## src/rtl/fft8_ctrl.sv

```systemverilog
// fft8_ctrl
// Frame sequencer for a combinational 8-point FFT core.
// Collects eight real samples over a valid/ready input and holds them on
// core_a. It then waits SETTLE cycles for the core's long combinational path
// and captures all sixteen result words in one cycle. Finally it streams the
// eight complex bins out in natural order over a valid/ready output.
//
// Ports:
//   clk, rst_n              clock (rising edge), async active-low reset
//   s_valid/s_ready/s_data  sample input handshake, s_last ends a frame
//   core_a                  held frame, sample i at [DATA_W*i +: DATA_W]
//   core_xr/core_xi         core results, bin k at [DATA_W*k +: DATA_W]
//   m_valid/m_ready         bin output handshake
//   m_re/m_im/m_idx/m_last  bin value, index and last-bin flag
//   busy                    block is mid-frame
//   err/err_clr             sticky framing error and its synchronous clear
//   frame_cnt               completed frame counter, wraps at 16 bits

module fft8_ctrl #(
  parameter int DATA_W = 32,
  parameter int SETTLE = 2
) (
  input  logic                  clk,
  input  logic                  rst_n,
  input  logic                  s_valid,
  output logic                  s_ready,
  input  logic [DATA_W-1:0]     s_data,
  input  logic                  s_last,
  output logic [8*DATA_W-1:0]   core_a,
  input  logic [8*DATA_W-1:0]   core_xr,
  input  logic [8*DATA_W-1:0]   core_xi,
  output logic                  m_valid,
  input  logic                  m_ready,
  output logic [DATA_W-1:0]     m_re,
  output logic [DATA_W-1:0]     m_im,
  output logic [2:0]            m_idx,
  output logic                  m_last,
  output logic                  busy,
  output logic                  err,
  input  logic                  err_clr,
  output logic [15:0]           frame_cnt
);

  typedef enum logic [1:0] {
    ST_LOAD,
    ST_SETTLE,
    ST_CAPTURE,
    ST_DRAIN
  } state_t;

  localparam logic [3:0] SETTLE_LAST = 4'(SETTLE - 1);

  state_t                   state_q;
  logic [2:0]               cnt_q;
  logic [3:0]               settle_q;
  logic [2:0]               k_q;
  logic [7:0][DATA_W-1:0]   samp_q;
  logic [7:0][DATA_W-1:0]   resRe_q;
  logic [7:0][DATA_W-1:0]   resIm_q;
  logic                     err_q;
  logic                     err_d;
  logic [15:0]              frameCnt_q;

  logic accept;
  logic fire;
  logic errSet;

  assign accept = (state_q == ST_LOAD) && s_valid;
  assign fire   = (state_q == ST_DRAIN) && m_ready;

  // Framing errors occur in two cases. One is s_last arriving before the
  // eighth sample. The other is the eighth sample arriving without s_last.
  assign errSet = accept && ((s_last && (cnt_q != 3'd7)) ||
                             (!s_last && (cnt_q == 3'd7)));

  // A new error event wins over a clear in the same cycle.
  always_comb begin
    err_d = err_q;
    if (err_clr) err_d = 1'b0;
    if (errSet)  err_d = 1'b1;
  end

  // Main sequencer: sample loading, settle wait, result capture and drain.
  always_ff @(posedge clk or negedge rst_n) begin
    if (!rst_n) begin
      state_q    <= ST_LOAD;
      cnt_q      <= '0;
      settle_q   <= '0;
      k_q        <= '0;
      samp_q     <= '0;
      resRe_q    <= '0;
      resIm_q    <= '0;
      err_q      <= 1'b0;
      frameCnt_q <= '0;
    end else begin
      err_q <= err_d;
      case (state_q)
        ST_LOAD: begin
          if (accept) begin
            samp_q[cnt_q] <= s_data;
            cnt_q         <= cnt_q + 3'd1;
            // A short frame is zero-padded so the core never sees stale
            // samples from the previous frame.
            if (s_last && (cnt_q != 3'd7)) begin
              for (int i = 0; i < 8; i++) begin
                if (3'(i) > cnt_q) samp_q[i] <= '0;
              end
            end
            if (s_last || (cnt_q == 3'd7)) begin
              state_q  <= ST_SETTLE;
              settle_q <= '0;
            end
          end
        end
        ST_SETTLE: begin
          if (settle_q == SETTLE_LAST) begin
            state_q  <= ST_CAPTURE;
            settle_q <= '0;
          end else begin
            settle_q <= settle_q + 4'd1;
          end
        end
        ST_CAPTURE: begin
          resRe_q <= core_xr;
          resIm_q <= core_xi;
          k_q     <= '0;
          state_q <= ST_DRAIN;
        end
        ST_DRAIN: begin
          if (fire) begin
            k_q <= k_q + 3'd1;
            if (k_q == 3'd7) begin
              frameCnt_q <= frameCnt_q + 16'd1;
              cnt_q      <= '0;
              state_q    <= ST_LOAD;
            end
          end
        end
        default: state_q <= ST_LOAD;
      endcase
    end
  end

  assign s_ready   = (state_q == ST_LOAD);
  assign m_valid   = (state_q == ST_DRAIN);
  assign m_re      = resRe_q[k_q];
  assign m_im      = resIm_q[k_q];
  assign m_idx     = k_q;
  assign m_last    = (state_q == ST_DRAIN) && (k_q == 3'd7);
  assign busy      = (state_q != ST_LOAD) || (cnt_q != 3'd0);
  assign err       = err_q;
  assign frame_cnt = frameCnt_q;
  assign core_a    = samp_q;

endmodule

```

## config.mk

```make
export PLATFORM = sky130hd
export DESIGN_NAME = fft8_ctrl
export DESIGN_NICKNAME = d
export VERILOG_FILES = /design/src/rtl/fft8_ctrl.sv
export SDC_FILE = /design/constraint.sdc
export NUM_CORES = 1
export LEC_CHECK = 0
export CAP_MARGIN = 5
export CORE_AREA = 2 2 350 352
export CTS_BUF_LIST = sky130_fd_sc_hd__clkbuf_8 sky130_fd_sc_hd__clkbuf_16
export DETAILED_ROUTE_END_ITERATION = 12
export DIE_AREA = 0 0 352 354
export GPL_ROUTABILITY_DRIVEN = 0
export PLACE_DENSITY_LB_ADDON = 0.1
export SLEW_MARGIN = 20
export SYNTH_ARGS = -nofsm -noshare
export SYNTH_HDL_FRONTEND = slang
export SYNTH_SLANG_ARGS = --single-unit
```

## constraint.sdc

```tcl
create_clock -name clk -period 2.6 [get_ports clk]
set_clock_uncertainty 0.15 [all_clocks]
set_input_delay 0.52 -clock clk [delete_from_list [all_inputs] [get_ports clk]]
set_output_delay 0.52 -clock clk [all_outputs]
set_load 0.01 [all_outputs]
```

==> impl_metrics.ini, run 1 <==
; yosys + openroad results
[critical_path]
crit_buf_inv = 6
crit_type = reg -> out
start_kind = register
cp-end-kind = output port
max_stage_delay_ns = 0.51
worstPathMaxFanout = 7
crit_chain = buf_12 -> buf_8 -> buf_12 -> buf_8 -> buf_6 -> mux4_2 -> mux2_4 -> buf_6
worstPathArrival_ns = 2.65

[global_route]
grt_usage_pct = 20.90
grt_max_degree = 64
grt_pass1_wl_um = 192500
antenna_found_initial = 67
grt_pass1_vias = 27060

[placed_design]
post-place-ws_ns = -0.2833
dpl.hpwl_um = 99190
port_buffers = 893

[outcome]
outcome = complete, but fails checks
violations = negative setup slack

[finish]
drive_gt1_share_pct = 31.29
most-common-layout-cells = 821 x clkdlybuf4s50_1, 794 x dfrtp_1, 528 x nand2_1
nets = 4179
lay_top_count = clkdlybuf4s50_1

[cts]
cts_sinks = 797
cts_resized = 287
cts_hold_buf = 1
post_cts_buffers = 29
cts-root-buf = clkbuf_16

[timing]
hold_viol_final = 0
slew_headroom_pct = 51.61
fmax_mhz = 301.1
fin_crit_sh_pct = 127.7
tns_ns = -38.50
fin_ws_ns = -0.7211
setup_viol = 65

[synth]
floorplan.nets = 3195
ys_ff = 797
logic_family = multiplexers
netlist_instances = 2630
async_flop_share_pct = 100.0
ff_type = dfrtp_1
yosysSeqAreaShare_pct = 57.60
ys_cells = 2630
yosysUniqueCellTypes = 39
xor_share_pct = 0.4047

[power]
cellLeakagePower_nw = 20.71
power_switching_w = 0.01851
combPwrFrac_pct = 42.4
netSwitchingFraction_pct = 31.00
power_w = 0.05970

[worst_hold_path]
hp-class = in -> async

[flow_run]
warning_count = 35
cap_violations = 0

[route]
wl_per_cell_um = 24.92
drt_iter0_markers = 1342
met1_length_um = 49540
via_count = 25410
drc_errors = 0
dr_wl_met2_um = 67980

[floorplan]
die_w_um = 352
fp_util_pct = 28.63
core_um2 = 120900
die_area_um2 = 124600
==> run 1: stage by stage <==
step	utilization (%)	hold WS [ns]	instances	cell area (µm²)
2_1_floorplan	-	0.07441	2630	34620
3_3_place_gp	38.33	0.3239	5071	46350
3_5_place_dp	38.33	0.3204	5071	46350
4_1_cts	41.44	0.1763	5273	50100
5_1_grt	41.99	0.2171	5334	50780
6_report	42.01	0.2091	5343	50800
==> run 1: synthesized netlist by cell type, types with 11 or more instances <==
cell type | count | area [µm²]
dfrtp_1 | 797 | 19940
clkbuf_1 | 64 | 240.2
buf_6 | 11 | 123.9
ha_1 | 15 | 187.7
mux2_2 | 576 | 6486
buf_4 | 26 | 195.2
nand2_1 | 528 | 1982
buf_2 | 101 | 505.5
mux4_2 | 128 | 2883
a21oi_1 | 263 | 1316
xnor2_1 | 12 | 105.1
inv_1 | 11 | 41.29
nor2_1 | 13 | 48.80
==> run 1: layout make-up <==
type | instances | area [µm²]
Tap cell | 1625 | 2033
Multi-Input combinational cell | 1611 | 13850
Clock inverter | 41 | 361.6
Clock buffer | 129 | 2902
Fill cell | 11250 | 70120
Timing Repair Buffer | 1096 | 11570
Sequential cell | 797 | 19960
Antenna cell | 33 | 82.58
Inverter | 11 | 41.29
==> run 1: flip-flops by register name, summed over array words and instances (netlist names) <==
register,flops
state_q,2
resRe_q,256
cnt_q,3
core_a,256
m_idx,3
err,1
settle_q,4
frame_cnt,16
resIm_q,256
==> run 1: power by group through the flow <==
stage	Combinational, W	Sequential, W	Clock [W]
floorplan	0.0143	0.0198	0
global placement	0.0233	0.0208	0
detailed placement	0.0238	0.0208	0
CTS	0.0246	0.0207	0.0142
global route	0.0271	0.0212	0.0147
finish	0.0253	0.0207	0.0137
==> run 1: metal layers <==
| layer | up-vias | GRT usage [%] |
|---|---|---|
| li1 | 11210 | - |
| met1 | 12980 | 23.53 |
| met4 | 62 | 8.446 |
| met3 | 247 | 7.026 |
| met2 | 902 | 36.28 |
| met5 | - | 0 |
==> run 1: worst register-to-register path, stage by stage, from the launching register on <==
cell and delay, ns:
dfrtp_4 0.45, buf_12 0.15, buf_8 0.12, ha_4 0.14, ha_4 0.14, nand3_1 0.27, buf_4 0.27, nor2_1 0.26
nand4_1 0.16, xnor2_1 0.15
==> run 1: final timing paths <==
path	from	end	cells past startpoint
max	m_idx[0]$_DFFE_PN0P_	m_re[9]	8
max in group asynchronous	rst_n	resIm_q[203]$_DFFE_PN0P_	4
min	rst_n	core_a[202]$_DFFE_PN0P_	2
min in group clk	err_clr	err$_DFFE_PN0P_	2
max reg2reg	m_idx[0]$_DFFE_PN0P_	frame_cnt[15]$_DFFE_PN0P_	9
min reg2reg	resRe_q[204]$_DFFE_PN0P_	resRe_q[204]$_DFFE_PN0P_	1
==> run 1: kinds of logic (layout without fill, tap and decap cells) <==
family | Yosys count | in the layout
adder cells (fa/ha/maj) | 15 | 15
AND/OR/NAND/NOR | 594 | 594
AND-OR/OR-AND | 278 | 278
multiplexers | 708 | 708
other | 0 | 33
buffers and inverters | 222 | 1277
XOR/XNOR | 16 | 16
flip-flops | 797 | 797
Figure 1. Placement density heat map (run 1).
35 x 35 tiles, from white (low) to dark blue (high), 0 to 100% covered.
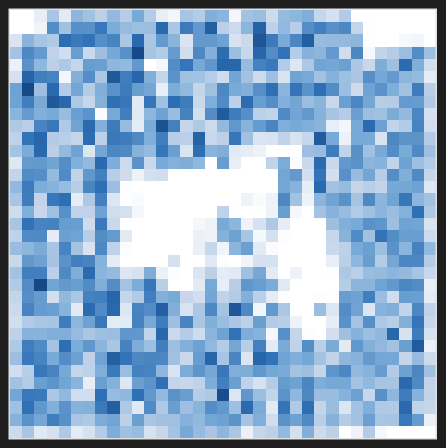
tiles over 75% full: 4.3%
mean over tiles: 39%
fullest tile: 90%

Figure 2. Signal wires on met4 (run 1).
Bar = 100 µm. Supply wires on this layer in grey. Cells faint in the background.
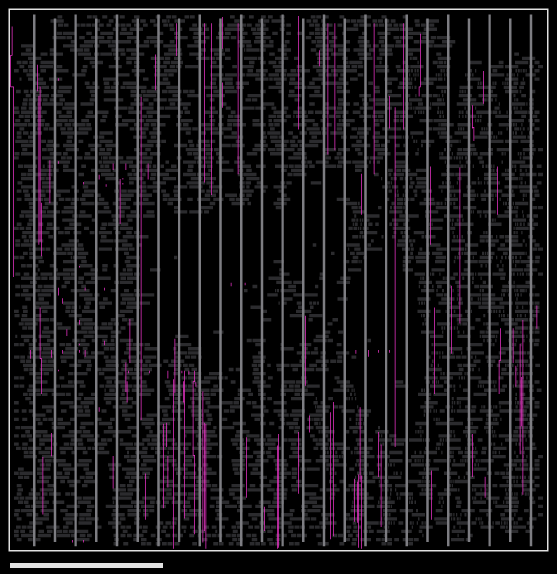
main direction: vertical
nets with wire on the layer: 77
share of all routed wire: 3.2%
wire length on this layer: 4300 µm

Figure 3. Signal wires on met1 (run 1).
Supply wires on this layer in grey.
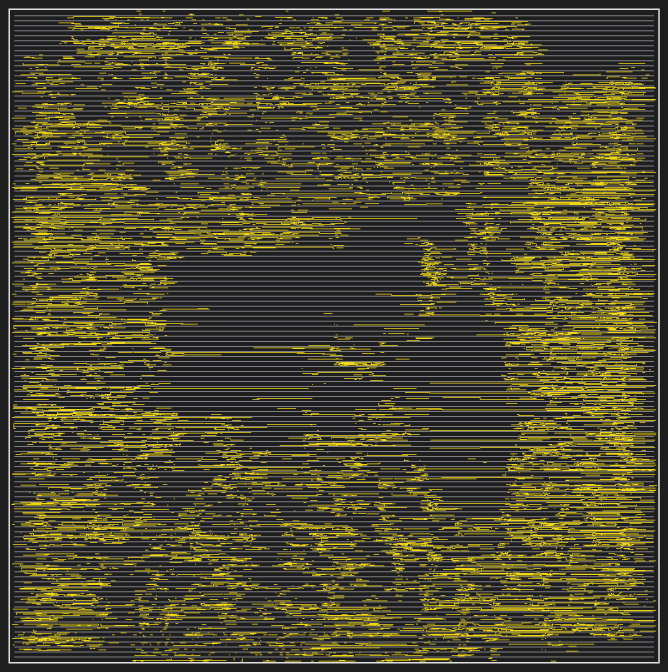
share of all routed wire: 37%
main direction: horizontal
nets with wire on the layer: 3692
wire length on this layer: 49.5 mm
longest straight run: 130 µm

Figure 4. Cell classes on the final placement (run 1).
Bar = 100 µm. Fill, decap, tap and diode cells in grey.
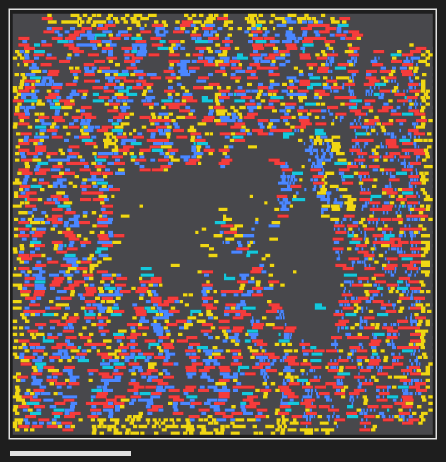
| class | colour | cells | share of their area |
|---|---|---|---|
| combinational and other logic | blue | 1622 | 29% |
| flops | red | 797 | 41% |
| clock drivers and dummy loads | cyan | 170 | 6.7% |
| other buffers and delay cells | yellow | 1096 | 24% |

==> run 1 -> run 2 <==
--- a/config.mk
+++ b/config.mk
@@ -6,12 +6,14 @@
 export NUM_CORES = 1
 export LEC_CHECK = 0
 export CAP_MARGIN = 5
-export CORE_AREA = 2 2 350 352
+export CORE_AREA = 2 2 345 347
 export CTS_BUF_LIST = sky130_fd_sc_hd__clkbuf_8 sky130_fd_sc_hd__clkbuf_16
 export DETAILED_ROUTE_END_ITERATION = 12
-export DIE_AREA = 0 0 352 354
+export DIE_AREA = 0 0 347 349
 export GPL_ROUTABILITY_DRIVEN = 0
 export PLACE_DENSITY_LB_ADDON = 0.1
+export SKIP_CTS_REPAIR_TIMING = 1
+export SKIP_LAST_GASP = 1
 export SLEW_MARGIN = 20
 export SYNTH_ARGS = -nofsm -noshare
 export SYNTH_HDL_FRONTEND = slang
Figure 5. Signal wires on met1 (run 2).
Supply wires on this layer in grey.
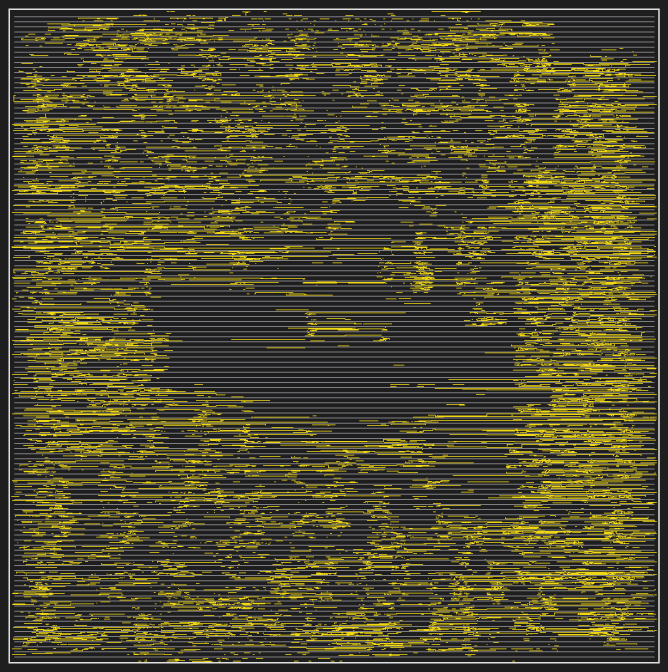
longest straight run: 119 µm
main direction: horizontal

Figure 6. Track usage over the die (run 2).
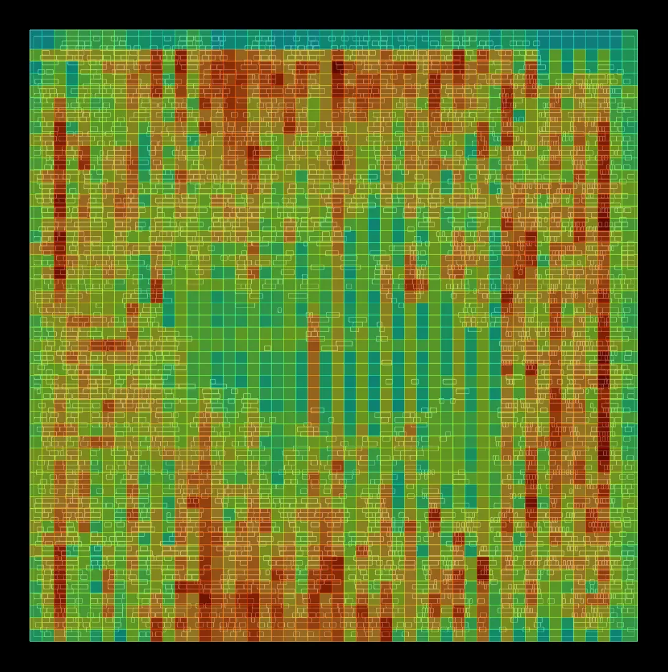
met3 capacity usage during global routing: 6.344%
fin util: 42.96%

==> run 2 against run 1 <==
Compared with the run above:
- the run still ends with negative setup slack left
- highest routed layer unchanged
- sequential cell count unchanged
- combinational power decreased by 2%
- via count decreased by 0.21%
- final cell count decreased by 2.3%
- area after synthesis unchanged
- critical endpoint is now m_im[0]
- utilization increased by 0.95 points
- final area decreased by 0.67%
- fmax increased by 1.6%
- sequential power about the same
==> impl_metrics.ini, run 2 <==
; yosys + openroad results
[global_route]
busiest_layer = met2
grt_usage_pct = 21.07
grt_pass1_wl_um = 188500
grt_max_degree = 84
grt_use_met1_pct = 24.00
grt-ovfl-total = 0
antenna_found_initial = 47
grt_util_met2_pct = 37.44
grt_pass1_vias = 27160

[critical_path]
crit_slowest_cell = dfrtp_4
worstPathArrival_ns = 2.60
rr_endpoint = frame_cnt[6]$_DFFE_PN0P_
crit_type = reg -> out
start_kind = register
timing.rr.start = m_idx[0]$_DFFE_PN0P_
crit_chain = buf_12 -> buf_16 -> buf_12 -> buf_6 -> mux4_2 -> mux2_4 -> buf_6
max_stage_delay_ns = 0.52
worstPathMaxFanout = 7
crit_buf_inv = 5
cp-end-kind = output port
ff2ff_path_depth = 10
cp_top_family = multiplexers

[synth]
yosysUniqueCellTypes = 39
topCellsByArea = dfrtp_1 58%, mux2_2 19%, mux4_2 8.3%
yosysTopAreaCell = dfrtp_1
floorplan.nets = 3195
async_flop_share_pct = 100.0
ys_ff = 797
top_area_share_pct = 57.60
netlist_instances = 2630
ys_cells = 2630
yosysSeqAreaShare_pct = 57.60
ys_chip_area_um2 = 34620
ys_top_cells_by_count = 797 x dfrtp_1, 576 x mux2_2, 528 x nand2_1
synth_top_cell_by_count = dfrtp_1
edf_count = 0
ff_type = dfrtp_1

[cts]
cts-root-buf = clkbuf_16
clk_pin_slew_worst_paths_ns = 0.06
cts_sinks = 797
numCtsBuffers = 97
worstSkewPairLatency_ns = 0.66

[outcome]
violations = negative setup slack
outcome = complete, but fails checks

[timing]
fin_crit_sh_pct = 125.8
fin_ws_ns = -0.6698
rsz0062_at_grt = yes
hold_viol_final = 0
setup_viol = 65
worst_pin_slew_ns = 0.7051
fmax_mhz = 305.8
slew_headroom_pct = 52.84

[worst_hold_path]
holdPathEnd = err$_DFFE_PN0P_
hp-start = err_clr
hp-class = in -> reg
holdPathStages = 2

[floorplan]
die_area_um2 = 121100
fp_util_pct = 29.48
die_h_um = 349
die_w_um = 347
ios = 894
core_um2 = 117500

[route]
drt_iter0_markers = 1223
dr.pass1.iters = 5
drc_errors = 0
drt_wl_total_um = 132600
via_count = 25350
vias_per_cell = 4.858
wl_per_cell_um = 25.41
drtAntennaViolNets = 0

[flow_run]
cap_violations = 0
warning_count = 34

[finish]
drive_gt1_share_pct = 30.37
nFillCells = 10800
lay_top_count = clkdlybuf4s50_1
instances_no_fill = 5219
most-common-layout-cells = 821 x clkdlybuf4s50_1, 794 x dfrtp_1, 550 x mux2_2
nets = 4160
area_growth_pct = 45.74

[placed_design]
port_buffers = 893
dpl.hpwl_um = 97480
dp_cells = 4976

[power]
cellLeakagePower_nw = 20.71
power_density_nw_per_um2 = 1167
ir_drop_mv = 0.6180
## run 2: cells by family after synthesis
| kind of cell | count (synthesis) | share of synthesized area [%] |
|---|---|---|
| multiplexers | 708 | 27.18 |
| XOR/XNOR | 16 | 0.4047 |
| AND-OR/OR-AND | 278 | 4.105 |
| AND/OR/NAND/NOR | 594 | 6.873 |
| buffers and inverters | 222 | 3.292 |
| adder cells (fa/ha/maj) | 15 | 0.5421 |
| flip-flops | 797 | 57.60 |
## run 2: stage by stage
stage	setup WS (ns)	TNS [ns]	power, W	hold WS, ns	instance area (µm²)
finish	-0.6698	-36.91	0.05886	0.2805	50460
global route	-0.7471	-43.00	0.06205	0.2678	50450
CTS	-1.051	-64.64	0.05851	-0.3170	49500
detailed placement	-0.2897	-13.59	0.04466	0.3164	46320
global placement	-0.2719	-12.76	0.04414	0.3206	46320
floorplan	0.2426	0	0.03408	0.07441	34620
## run 2: how the worst max path moves through the flow
stage | slack [ns] | end | cells past startpoint | from
4_1_cts | -1.05 | m_im[0] | 5 | m_idx[0]$_DFFE_PN0P_
6_report | -0.67 | m_im[0] | 7 | m_idx[0]$_DFFE_PN0P_
5_1_grt | -0.75 | m_im[0] | 7 | m_idx[0]$_DFFE_PN0P_
2_1_floorplan | 0.24 | m_im[0] | 5 | m_idx[0]$_DFFE_PN0P_
3_5_place_dp | -0.29 | m_im[0] | 5 | m_idx[0]$_DFFE_PN0P_
3_3_place_gp | -0.27 | m_im[1] | 5 | m_idx[0]$_DFFE_PN0P_
## run 2: report_power, final
part	switching, W	internal (W)	leakage (nW)
registers	0.00303	0.0175	9.86
logic	0.00980	0.0150	9.22
clock network	0.00549	0.00798	1.63
total	0.0183	0.0405	20.7
## run 2: metal layers
layer | vias to the layer above | share of wire (%)
met4 | 50 | 3.1
met3 | 242 | 7.4
met1 | 13000 | 37
met5 | - | 0.26
met2 | 921 | 52
li1 | 11140 | -
## run 2: area by class of cell
type | count | area, µm² | share of cell area, %
sequential | 797 | 19960 | 39.55
multi-input combinational | 1611 | 13760 | 27.27
inverter | 11 | 41.29 | 0.08183
tap | 1536 | 1922 | 3.809
clock buffer | 121 | 2769 | 5.487
clock inverter | 48 | 404.1 | 0.8009
timing repair buffer | 1077 | 11560 | 22.91
antenna | 18 | 45.04 | 0.08927
Power and IR drop assume default switching activity.
